[src/rtl/pa_arbiter.sv]
// rtl/pa_arbiter.sv - round-robin arbiter for the shared play-area bank register
// Writes regdecode's PA ahead of each grant and keeps a shadow of the value it holds.
module pa_arbiter #(
  parameter int NREQ     = 4,
  parameter int PA_W     = 2,
  parameter int MAX_HOLD = 8
) (
  input  logic                 clk,
  input  logic                 rst_n,
  input  logic [NREQ-1:0]      req,
  input  logic [NREQ*PA_W-1:0] req_pa,
  input  logic [NREQ-1:0]      done,
  output logic [NREQ-1:0]      grant,
  output logic [PA_W:0]        set_pa,
  output logic [PA_W-1:0]      cur_pa,
  output logic                 busy,
  output logic                 timeout
);

  localparam int PTR_W = (NREQ > 1) ? $clog2(NREQ) : 1;
  localparam int HC_W  = $clog2(MAX_HOLD);
  localparam logic [PTR_W-1:0] PTR_RST = PTR_W'(NREQ - 1);
  localparam logic [HC_W-1:0]  HC_LAST = HC_W'(MAX_HOLD - 1);

  typedef enum logic [1:0] {S_INIT, S_IDLE, S_SWITCH, S_GRANT} state_t;

  state_t            state_q, state_d;
  logic [PTR_W-1:0]  ptr_q, ptr_d;
  logic [PTR_W-1:0]  win_q, win_d;
  logic [PA_W-1:0]   win_pa_q, win_pa_d;
  logic [PA_W-1:0]   cur_pa_q, cur_pa_d;
  logic [HC_W-1:0]   hold_cnt_q, hold_cnt_d;
  logic              timeout_q, timeout_d;

  logic              any_req;
  logic [PTR_W-1:0]  cand;
  logic [PTR_W-1:0]  pick;
  logic [PA_W-1:0]   pick_pa;

  function automatic logic [PTR_W-1:0] rr_idx(input logic [PTR_W-1:0] base, input int off);
    int s;
    s = int'(base) + off;
    if (s >= NREQ) s = s - NREQ;
    return PTR_W'(s);
  endfunction

  // First active request after the last grantee, wrapping around.
  always_comb begin
    any_req = 1'b0;
    cand    = '0;
    pick    = ptr_q;
    pick_pa = '0;
    for (int i = 1; i <= NREQ; i++) begin
      cand = rr_idx(ptr_q, i);
      if (!any_req && req[cand]) begin
        any_req = 1'b1;
        pick    = cand;
        pick_pa = req_pa[cand*PA_W +: PA_W];
      end
    end
  end

  always_comb begin
    state_d    = state_q;
    ptr_d      = ptr_q;
    win_d      = win_q;
    win_pa_d   = win_pa_q;
    cur_pa_d   = cur_pa_q;
    hold_cnt_d = hold_cnt_q;
    timeout_d  = 1'b0;
    case (state_q)
      S_INIT: state_d = S_IDLE;
      S_IDLE: begin
        if (any_req) begin
          win_d      = pick;
          win_pa_d   = pick_pa;
          hold_cnt_d = '0;
          state_d    = (pick_pa == cur_pa_q) ? S_GRANT : S_SWITCH;
        end
      end
      S_SWITCH: begin
        cur_pa_d   = win_pa_q;
        hold_cnt_d = '0;
        state_d    = S_GRANT;
      end
      S_GRANT: begin
        // done has priority over the hold limit, so no timeout pulse then
        if (done[win_q] || !req[win_q]) begin
          ptr_d   = win_q;
          state_d = S_IDLE;
        end else if (hold_cnt_q == HC_LAST) begin
          ptr_d     = win_q;
          timeout_d = 1'b1;
          state_d   = S_IDLE;
        end else begin
          hold_cnt_d = hold_cnt_q + 1'b1;
        end
      end
      default: state_d = S_INIT;
    endcase
  end

  always_ff @(posedge clk or negedge rst_n) begin
    if (!rst_n) begin
      state_q    <= S_INIT;
      ptr_q      <= PTR_RST;
      win_q      <= '0;
      win_pa_q   <= '0;
      cur_pa_q   <= '0;
      hold_cnt_q <= '0;
      timeout_q  <= 1'b0;
    end else begin
      state_q    <= state_d;
      ptr_q      <= ptr_d;
      win_q      <= win_d;
      win_pa_q   <= win_pa_d;
      cur_pa_q   <= cur_pa_d;
      hold_cnt_q <= hold_cnt_d;
      timeout_q  <= timeout_d;
    end
  end

  // regdecode's PA has no reset, so INIT (and reset itself) forces a write of 0.
  always_comb begin
    set_pa = '0;
    case (state_q)
      S_INIT:   set_pa = {1'b1, {PA_W{1'b0}}};
      S_SWITCH: set_pa = {1'b1, win_pa_q};
      default:  set_pa = '0;
    endcase
  end

  always_comb begin
    grant = '0;
    if (state_q == S_GRANT) grant[win_q] = 1'b1;
  end

  assign cur_pa  = cur_pa_q;
  assign busy    = (state_q != S_IDLE);
  assign timeout = timeout_q;

endmodule
[config.mk]
export PLATFORM = sky130hd
export DESIGN_NAME = pa_arbiter
export DESIGN_NICKNAME = d
export VERILOG_FILES = /design/src/rtl/pa_arbiter.sv
export SDC_FILE = /design/constraint.sdc
export NUM_CORES = 1
export LEC_CHECK = 0
export CAP_MARGIN = 20
export CORE_ASPECT_RATIO = 2
export CORE_UTILIZATION = 40
export CTS_CLUSTER_SIZE = 16
export DETAILED_ROUTE_END_ITERATION = 8
export HOLD_SLACK_MARGIN = 0.15
export PLACE_DENSITY_LB_ADDON = 0.2
export SLEW_MARGIN = 25
export SYNTH_ARGS = -nofsm -noshare
export SYNTH_HDL_FRONTEND = slang
export SYNTH_SLANG_ARGS = --single-unit
[constraint.sdc]
create_clock -name clk -period 4.5 [get_ports clk]
set_clock_uncertainty 0.15 [all_clocks]
set_input_delay 1.125 -clock clk [delete_from_list [all_inputs] [get_ports clk]]
set_output_delay 1.125 -clock clk [all_outputs]
set_load 0.05 [all_outputs]
io_fan.png
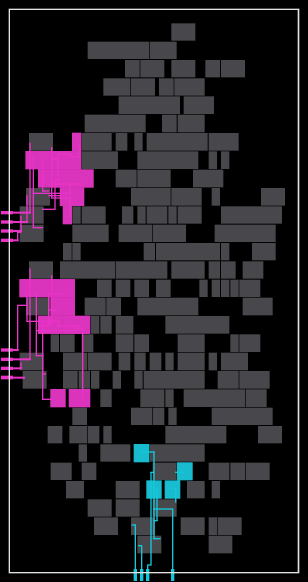
legend:
  req_pa:
    colour: magenta
    bits: 8
    direction: input
    edge: west
    end_cells: 11
    buffers: 8
    wire: 187 µm
  done:
    colour: cyan
    bits: 4
    direction: input
    edge: south
    end_cells: 4
    buffers: 4
    wire: 63.5 µm
number of buffer cells added on primary ports: 28
Boundary Pins: 29

congestion.png
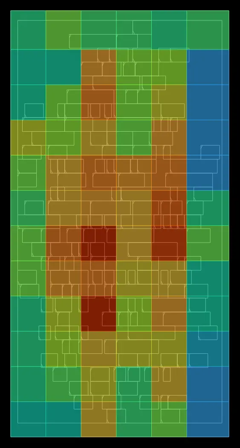
most utilized layer in the global route result: met2
global routing usage on met2: 35.8%
final design utilization: 51.8%
drt wl/cell: 15.8 µm
global-route track usage on met3: 2.16%

wires.png
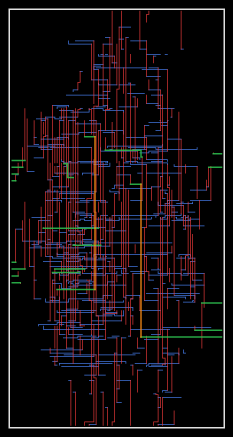
legend:
  metal 1:
    colour: blue
    wire_length: 1,070 µm
  metal 2:
    colour: red
    wire_length: 1,820 µm
  metal 4:
    colour: orange
    wire_length: 61.2 µm
  metal 3:
    colour: green
    wire_length: 95.1 µm
overall global routing resource usage: 18.7%
via total after detailed routing: 1,132

logic_types.png
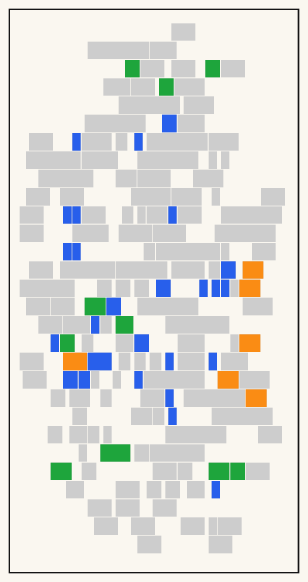
legend:
  AND and OR gates:
    colour: green
    cells: 10
    most_used: and3b_1
  NAND gates:
    colour: blue
    cells: 26
    most_used: nand2_1
  AND-OR and OR-AND gates:
    colour: orange
    cells: 6
    most_used: a22o_1
    where: east
final standard cell count with taps included and fillers excluded: 192
top logic cell by instance count in the layout: clkdlybuf4s50_1

## area by class of cell
| type | instances | area [µm²] |
|---|---|---|
| inverters | 5 | 18.8 |
| multi-input cells | 110 | 891 |
| flip-flops and latches | 14 | 353 |
| repair buffers | 28 | 280 |
| fillers | 305 | 1520 |
| clock buffers | 4 | 55.1 |
| well taps | 31 | 38.8 |
## worst paths after layout
path	end	slack [ns]	depth (start not counted)
min in group asynchronous	win_q[1]	1.11	1
worst min register to register	win_pa_q[0]	0.38	2
worst max register to register	state_q[0]	1.97	6
max in group asynchronous	timeout	2.71	1
worst min-delay path	win_pa_q[0]	0.38	2
worst max-delay path	grant[0]	1.20	3
## routing by layer
layer	vias up	GRT usage, %	share of wire, %
li1	551	-	-
met1	548	19.3	35
met2	29	35.8	60
met3	4	2.16	3.1
met4	0	7.39	2.0
met5	-	0	0
## registers in the layout (all words and copies together) (netlist names)
name and cells:
ptr_q 2, hold_cnt_q 3, win_q 2, state_q 2, win_pa_q 2, timeout 1, cur_pa 2
## logic make-up after synthesis
logic type | Yosys count | synth area share [%]
AND/OR/NAND/NOR | 57 | 23.5
flip-flops | 14 | 26.6
multiplexers | 18 | 18.9
buffers and inverters | 15 | 6.40
adder cells (fa/ha/maj) | 7 | 6.59
XOR/XNOR | 2 | 1.32
AND-OR/OR-AND | 26 | 16.7
## worst min-delay path, stage by stage (launching register included)
cell	delay [ns]
dfrtp_1	0.36
nand2_1	0.05
o21ai_0	0.08
## metrics by stage
step	setup slack, ns	total power [µW]	cells	hold WS, ns
detailed placement	1.04	923	188	0.378
finish	1.20	1040	192	0.375
floorplan	1.31	779	139	0.308
CTS	1.18	1050	192	0.392
global placement	1.09	908	188	0.355
global route	1.10	1110	192	0.418
==> GITHUB_STEP_SUMMARY <==
## Synthesis and layout report

| Metric | Value |
|---|---|
| Estimated wirelength of the detail-placed design | 2430 µm |
| Internal Power | 553 µW |
| Ordered cell list for the critical path | ha_1, nor3b_1, clkdlybuf4s50_1 |
| Count of standard-cell rows | 29 |
| Reg2Reg Launch Point | ptr_q[1] |
| Area reported by Yosys stat | 0.00133 mm² |
| Static leakage | 0.000685 µW |
| Most frequent cell after synthesis | nand2_1 |
| Proportion of netlist area held by the largest area contributor | 22.6% |
| Final Hold Violation Tally | 0 |
| Floorplan core area | 0.00316 mm² |
| Comb pwr share | 60.4% |
| Combinational Power | 627 µW |
| Post-detailed-routing wire length | 3040 µm |
| Number of H-tree branching levels | 1 |
| Pre-Place Util | 42.1% |
| Seq pwr | 290 µW |
| Cells in synth_stat.txt | 139 |
| Classification of the worst-slack hold path | register to register |
| Number of warnings in the stage logs | 30 |
| Clock Tree Root | clkbuf_8 |
| Die Width | 42.8 µm |
| Req. time, crit path | 3.22 ns |
| DIE HEIGHT | 83.5 µm |
| Launching instance or port of the critical path | state_q[0] |
| Postcts setup bufs | 0 |
| Synth-to-layout area growth | 23.2% |
| Result of the run | finished clean |
| Number of global-route vias before repair | 1,126 |
| Register share of total power | 27.9% |
| Synth Net Count | 164 |
| WS Path Type | register to primary output |
| Type of element capturing the critical path | primary output |
| CTS max path bufs | 2 |
| Sw Ratio | 46.7% |
| Post_cts resized | 0 |
| Timing-limited maximum frequency | 0.303 GHz |
| Netlist cell types | 43 |
| Count of antenna diodes in the layout | 0 |
| Synth warn | 0 |
| Net Sw Power | 485 µW |
| Gate count after technology mapping | 139 |
| Post-synthesis area per instance | 9.56 µm² |
| Actual slew at the worst max-slew pin | 0.591 ns |
| Part of the Yosys area used for sequential elements | 26.6% |
| Critical Path Max Stage Delay | 0.83 ns |
| Number of antenna violations at the first check in global routing | 0 |
| Main area contributors after synthesis | dfrtp_1, mux4_2, ha_1 |
| Slowest-stage cell, CP | clkdlybuf4s50_1 |
| Top logic cells by instance count in the layout | clkdlybuf4s50_1, nand2_1, dfrtp_1 |
| Power in the clock group | 121 µW |
| Pwr dens | 634 mW/mm² |
| Primary FF master, synth | dfrtp_1 |
| Proportion of layout cells with a drive suffix above 1 | 14.9% |
| Cell type contributing the most total cell area after synthesis | dfrtp_1 |
Power figures rest on the tool's default switching activity, not on a simulated workload.
